### src/rtl/irq_if.sv
// irq_if: interrupt controller bus; master = controller, slave = CPU/source side.
interface irq_if #(
  parameter int NUM_SRC = 3,
  parameter int ID_W = (NUM_SRC > 1) ? $clog2(NUM_SRC) : 1
);
  logic [NUM_SRC-1:0] irq_src;
  logic               mask_we;
  logic [NUM_SRC-1:0] mask_wdata;
  logic [NUM_SRC-1:0] mask;
  logic [NUM_SRC-1:0] pending;
  logic [NUM_SRC-1:0] in_service;
  logic               irq_req;
  logic [ID_W-1:0]    irq_id;
  logic [31:0]        irq_vector;
  logic               irq_ack;
  logic               irq_done;
  modport master (
    input  irq_src, mask_we, mask_wdata, irq_ack, irq_done,
    output mask, pending, in_service, irq_req, irq_id, irq_vector
  );
  modport slave (
    output irq_src, mask_we, mask_wdata, irq_ack, irq_done,
    input  mask, pending, in_service, irq_req, irq_id, irq_vector
  );
endinterface

### src/rtl/irq_controller.sv
// irq_controller: sync, edge-latch, mask and priority-arbitrate interrupt sources for the CPU.
// Define IRQ_NEST_EN to allow strictly higher-priority requests to nest during service.
module irq_controller #(
  parameter int          NUM_SRC     = 3,
  parameter int          SYNC_STAGES = 2,
  parameter logic [31:0] VEC_BASE    = 32'h0000_0100,
  parameter logic [31:0] VEC_STRIDE  = 32'h0000_0020
) (
  input logic  clk,
  input logic  rst_n,
  irq_if.master bus
);
  localparam int ID_W = (NUM_SRC > 1) ? $clog2(NUM_SRC) : 1;
  typedef enum logic [1:0] {IDLE, REQ, SERVICE} state_t;
  state_t                              state_q, state_d;
  logic [SYNC_STAGES-1:0][NUM_SRC-1:0] sync_q, sync_d;
  logic [NUM_SRC-1:0] prev_q, prev_d, pend_q, pend_d, mask_q, mask_d, isr_q, isr_d;
  logic [NUM_SRC-1:0] rise, elig, isr_top, id_hot;
  logic [ID_W-1:0]    id_q, id_d, win;
  logic [31:0]        vec_q, vec_d;
  logic               req, nest_ok;
`ifdef IRQ_NEST_EN
  logic [NUM_SRC-1:0] above;
`endif
  always_comb begin
    sync_d  = {sync_q[SYNC_STAGES-2:0], bus.irq_src};
    prev_d  = sync_q[SYNC_STAGES-1];
    rise    = sync_q[SYNC_STAGES-1] & ~prev_q;
    mask_d  = bus.mask_we ? bus.mask_wdata : mask_q;
    elig    = pend_q & ~mask_q;
    win     = '0;
    isr_top = '0;
    for (int i = 0; i < NUM_SRC; i++) begin
      if (elig[i]) win = ID_W'(i);
      if (isr_q[i]) isr_top = NUM_SRC'(1) << i;
    end
`ifdef IRQ_NEST_EN
    above   = ~((isr_top << 1) - NUM_SRC'(1));
    nest_ok = |(elig & above);
`else
    nest_ok = 1'b0;
`endif
    id_hot  = NUM_SRC'(1) << id_q;
    // a latched source masked while waiting withdraws the request at once
    req     = (state_q == REQ) && !mask_q[id_q];
    state_d = state_q;
    id_d    = id_q;
    vec_d   = vec_q;
    pend_d  = pend_q | rise;
    isr_d   = isr_q;
    case (state_q)
      IDLE: if (|elig) begin
        state_d = REQ;
        id_d    = win;
        vec_d   = VEC_BASE + VEC_STRIDE * 32'(win);
      end
      REQ: if (!req) begin
        state_d = (|isr_q) ? SERVICE : IDLE;
      end else if (bus.irq_ack) begin
        pend_d  = (pend_q & ~id_hot) | rise;
        isr_d   = isr_q | id_hot;
        state_d = SERVICE;
      end
      SERVICE: if (bus.irq_done) begin
        isr_d   = isr_q & ~isr_top;
        state_d = (|isr_d) ? SERVICE : IDLE;
      end else if (nest_ok) begin
        state_d = REQ;
        id_d    = win;
        vec_d   = VEC_BASE + VEC_STRIDE * 32'(win);
      end
      default: state_d = IDLE;
    endcase
  end
  always_ff @(posedge clk or negedge rst_n) begin
    if (!rst_n) begin
      state_q <= IDLE;
      sync_q  <= '0;
      prev_q  <= '0;
      pend_q  <= '0;
      mask_q  <= '0;
      isr_q   <= '0;
      id_q    <= '0;
      vec_q   <= VEC_BASE;
    end else begin
      state_q <= state_d;
      sync_q  <= sync_d;
      prev_q  <= prev_d;
      pend_q  <= pend_d;
      mask_q  <= mask_d;
      isr_q   <= isr_d;
      id_q    <= id_d;
      vec_q   <= vec_d;
    end
  end
  assign bus.mask       = mask_q;
  assign bus.pending    = pend_q;
  assign bus.in_service = isr_q;
  assign bus.irq_req    = req;
  assign bus.irq_id     = id_q;
  assign bus.irq_vector = vec_q;
endmodule

### src/flat_wrapper.sv
// flat-port wrapper written by rule: the top's interface ports become plain ports
module irq_controller_flat 
#(
  parameter int          NUM_SRC     = 3,
  parameter int          SYNC_STAGES = 2,
  parameter logic [31:0] VEC_BASE    = 32'h0000_0100,
  parameter logic [31:0] VEC_STRIDE  = 32'h0000_0020
)
  (clk, rst_n, bus_irq_src, bus_mask_we, bus_mask_wdata, bus_irq_ack, bus_irq_done, bus_mask, bus_pending, bus_in_service, bus_irq_req, bus_irq_id, bus_irq_vector);
  irq_if #(.NUM_SRC(NUM_SRC)) bus_i ();
  input logic clk;
  input logic rst_n;
  input wire logic [$bits(bus_i.irq_src)-1:0] bus_irq_src;
  input wire logic [$bits(bus_i.mask_we)-1:0] bus_mask_we;
  input wire logic [$bits(bus_i.mask_wdata)-1:0] bus_mask_wdata;
  input wire logic [$bits(bus_i.irq_ack)-1:0] bus_irq_ack;
  input wire logic [$bits(bus_i.irq_done)-1:0] bus_irq_done;
  output wire logic [$bits(bus_i.mask)-1:0] bus_mask;
  output wire logic [$bits(bus_i.pending)-1:0] bus_pending;
  output wire logic [$bits(bus_i.in_service)-1:0] bus_in_service;
  output wire logic [$bits(bus_i.irq_req)-1:0] bus_irq_req;
  output wire logic [$bits(bus_i.irq_id)-1:0] bus_irq_id;
  output wire logic [$bits(bus_i.irq_vector)-1:0] bus_irq_vector;
  assign bus_i.irq_src = bus_irq_src;
  assign bus_i.mask_we = bus_mask_we;
  assign bus_i.mask_wdata = bus_mask_wdata;
  assign bus_i.irq_ack = bus_irq_ack;
  assign bus_i.irq_done = bus_irq_done;
  assign bus_mask = bus_i.mask;
  assign bus_pending = bus_i.pending;
  assign bus_in_service = bus_i.in_service;
  assign bus_irq_req = bus_i.irq_req;
  assign bus_irq_id = bus_i.irq_id;
  assign bus_irq_vector = bus_i.irq_vector;
  irq_controller #(.NUM_SRC(NUM_SRC), .SYNC_STAGES(SYNC_STAGES), .VEC_BASE(VEC_BASE), .VEC_STRIDE(VEC_STRIDE)) u_core (.clk(clk), .rst_n(rst_n), .bus(bus_i));
endmodule
### config.mk
export PLATFORM = sky130hd
export DESIGN_NAME = irq_controller_flat
export DESIGN_NICKNAME = d
export VERILOG_FILES = /design/src/rtl/irq_if.sv /design/src/rtl/irq_controller.sv /design/src/flat_wrapper.sv
export SDC_FILE = /design/constraint.sdc
export NUM_CORES = 1
export LEC_CHECK = 0
export CORE_ASPECT_RATIO = 1.25
export CORE_UTILIZATION = 39
export CTS_CLUSTER_DIAMETER = 80
export DETAILED_ROUTE_END_ITERATION = 12
export PLACE_DENSITY = 0.79
export RECOVER_POWER = 50
export SYNTH_ARGS = -nofsm -noshare
export SYNTH_HDL_FRONTEND = slang
export SYNTH_SLANG_ARGS = --single-unit
### constraint.sdc
create_clock -name clk -period 1.34 [get_ports clk]
set_input_delay 0.268 -clock clk [delete_from_list [all_inputs] [get_ports clk]]
set_output_delay 0.268 -clock clk [all_outputs]
set_load 0.005 [all_outputs]
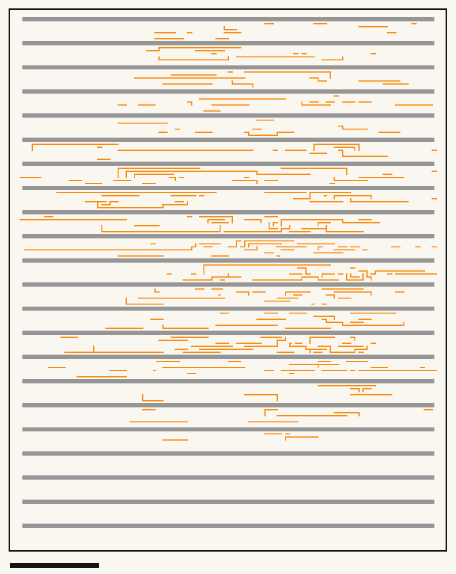
Fig. 1. M1 wires.
Scale bar: 10 um. Supply wires on this layer in gray.
- longest straight run: 18.9 um
- nets with wire on the layer: 126
- wire length on this layer: 823 um
- main direction: horizontal
- share of all routed wire: 40%
met1 Use GR: 0.157
aggregate routed wire length: 2070 um
vias: 773

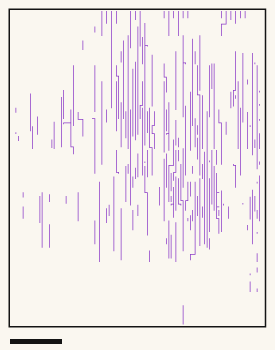
Fig. 2. Met2 routing.
Scale bar: 10 um.
- main direction: vertical
- nets with wire on the layer: 145
- longest straight run: 26.2 um
met2 Use GR: 0.294

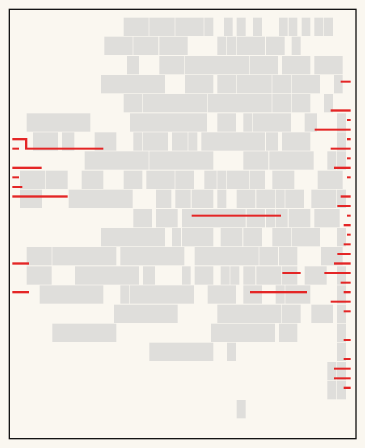
Fig. 3. Metal 3.
- longest straight run: 12.4 um
- main direction: horizontal
- nets with wire on the layer: 38
- wire length on this layer: 91.8 um
met3 Use GR: 0.0175

==> impl_metrics.yaml <==
# yosys + openroad results
status:
  status: "complete, but fails checks"
  violations: "setup timing"
global_route:
  top_usage_layer: "met2"
  track_usage: 0.145
  grt_max_degree: 23
yosys:
  ys_area_sq_mm: 0.00108
  synthMuxAreaShare: 0.0405
  ys_types: 26
  synthCells: 101
  syn-cell-area_sq_mm: 0.00108
  ys_sh_adder: 0.00926
route:
  ant_nets: 0
  first_pass_iters: 4
  vias_per_cell: 4.27
  dr.first_iter.drc_count: 9
clock_tree:
  clkSlewWorstSetupHoldPaths_ps: 120
  clockRootBuffer: "clkbuf_4"
  cts_tree: "built"
cells_and_area:
  lay_top_count: "conb_1"
  nets: 159
  final_cells: 181
  layout_top_cells: "conb_1, dfrtp_1, buf_4"
  fill_cells: 218
  num_antenna_cells: 0
worst_hold_path:
  hold_path_depth: 0
final_timing:
  finalWorstSetupSlack_ps: -223
  slew_violations: 0
  rsz0062_at_grt: "true"
  fin_worst_skew_ps: 4.99
  setup_viol: 7
power:
  cellPowerDensity_mw_per_mm2: 1670
  vdd_drop_max_mv: 0.841
critical_path:
  cp-startpoint: "u_core.bus.irq_vector[5]$_DFFE_PN0P_"
  worstReg2RegStart: "u_core.bus.irq_vector[5]$_DFFE_PN0P_"
  crit-reg2reg-capture: "u_core.bus.pending[1]$_DFF_PN0_"
  cp_slowest_cell: "dfrtp_1"
place:
  place_ws_ps: -284
  dp_hpwl_um: 1470
die:
  die_height_um: 60.9
  fp.dieArea_sq_mm: 0.00299
  core-area_sq_mm: 0.00265
  die_w_um: 49.1
-- cell usage after synthesis, types with 2 or more instances --
cell     instances  area share
buf_4           32        0.22
dfrtp_1         22        0.51
nand2_1          6       0.021
inv_1            5       0.017
o21ai_0          4       0.019
a22o_1           3       0.024
mux2_2           3       0.031
nor2_1           3       0.010
nor2b_1          3       0.017
a21oi_1          2      0.0093
conb_1           2      0.0069
o31ai_1          2       0.014
-- per-layer routing --
layer / up-vias / part of all wire
met4: 0 / 0
met1: 369 / 0.40
li1: 363 / -
met5: - / 0
met3: 0 / 0.044
met2: 41 / 0.56
-- timing repair --
item | CTS | global route
gates resized | 40 | 11
setup endpoints to repair | 15 | 13
buffers inserted | 10 | 1
pin swaps | 6 | 4
-- layout make-up --
cell class,count,area (sq um),area share
sequential,22,551,0.369
clock buffer,3,22.5,0.0151
tap,34,42.5,0.0285
timing repair buffer,46,415,0.278
multi-input combinational,69,410,0.275
clock inverter,1,30.0,0.0201
inverter,6,22.5,0.0151
-- cell families after synthesis --
family,Yosys count
buffers and inverters,38
flip-flops,22
AND/OR/NAND/NOR,19
AND-OR/OR-AND,15
multiplexers,4
other,2
adder cells (fa/ha/maj),1
-- power by group --
| group | total, W | leakage, nW | switching, W | internal, W |
|---|---|---|---|---|
| clock network | 0.000489 | 0.0279 | 0.000187 | 0.000302 |
| registers | 0.000876 | 0.256 | 0.0000793 | 0.000797 |
| logic | 0.00114 | 0.455 | 0.000490 | 0.000645 |
-- worst reg2reg max path, stage by stage (launching register included) --
cell and delay (ps):
dfrtp_1 430, mux2i_2 270, buf_4 140, and3b_2 210, nand3_4 80, a22o_1 190
Power figures rest on the tool's default switching activity, not on a simulated workload.
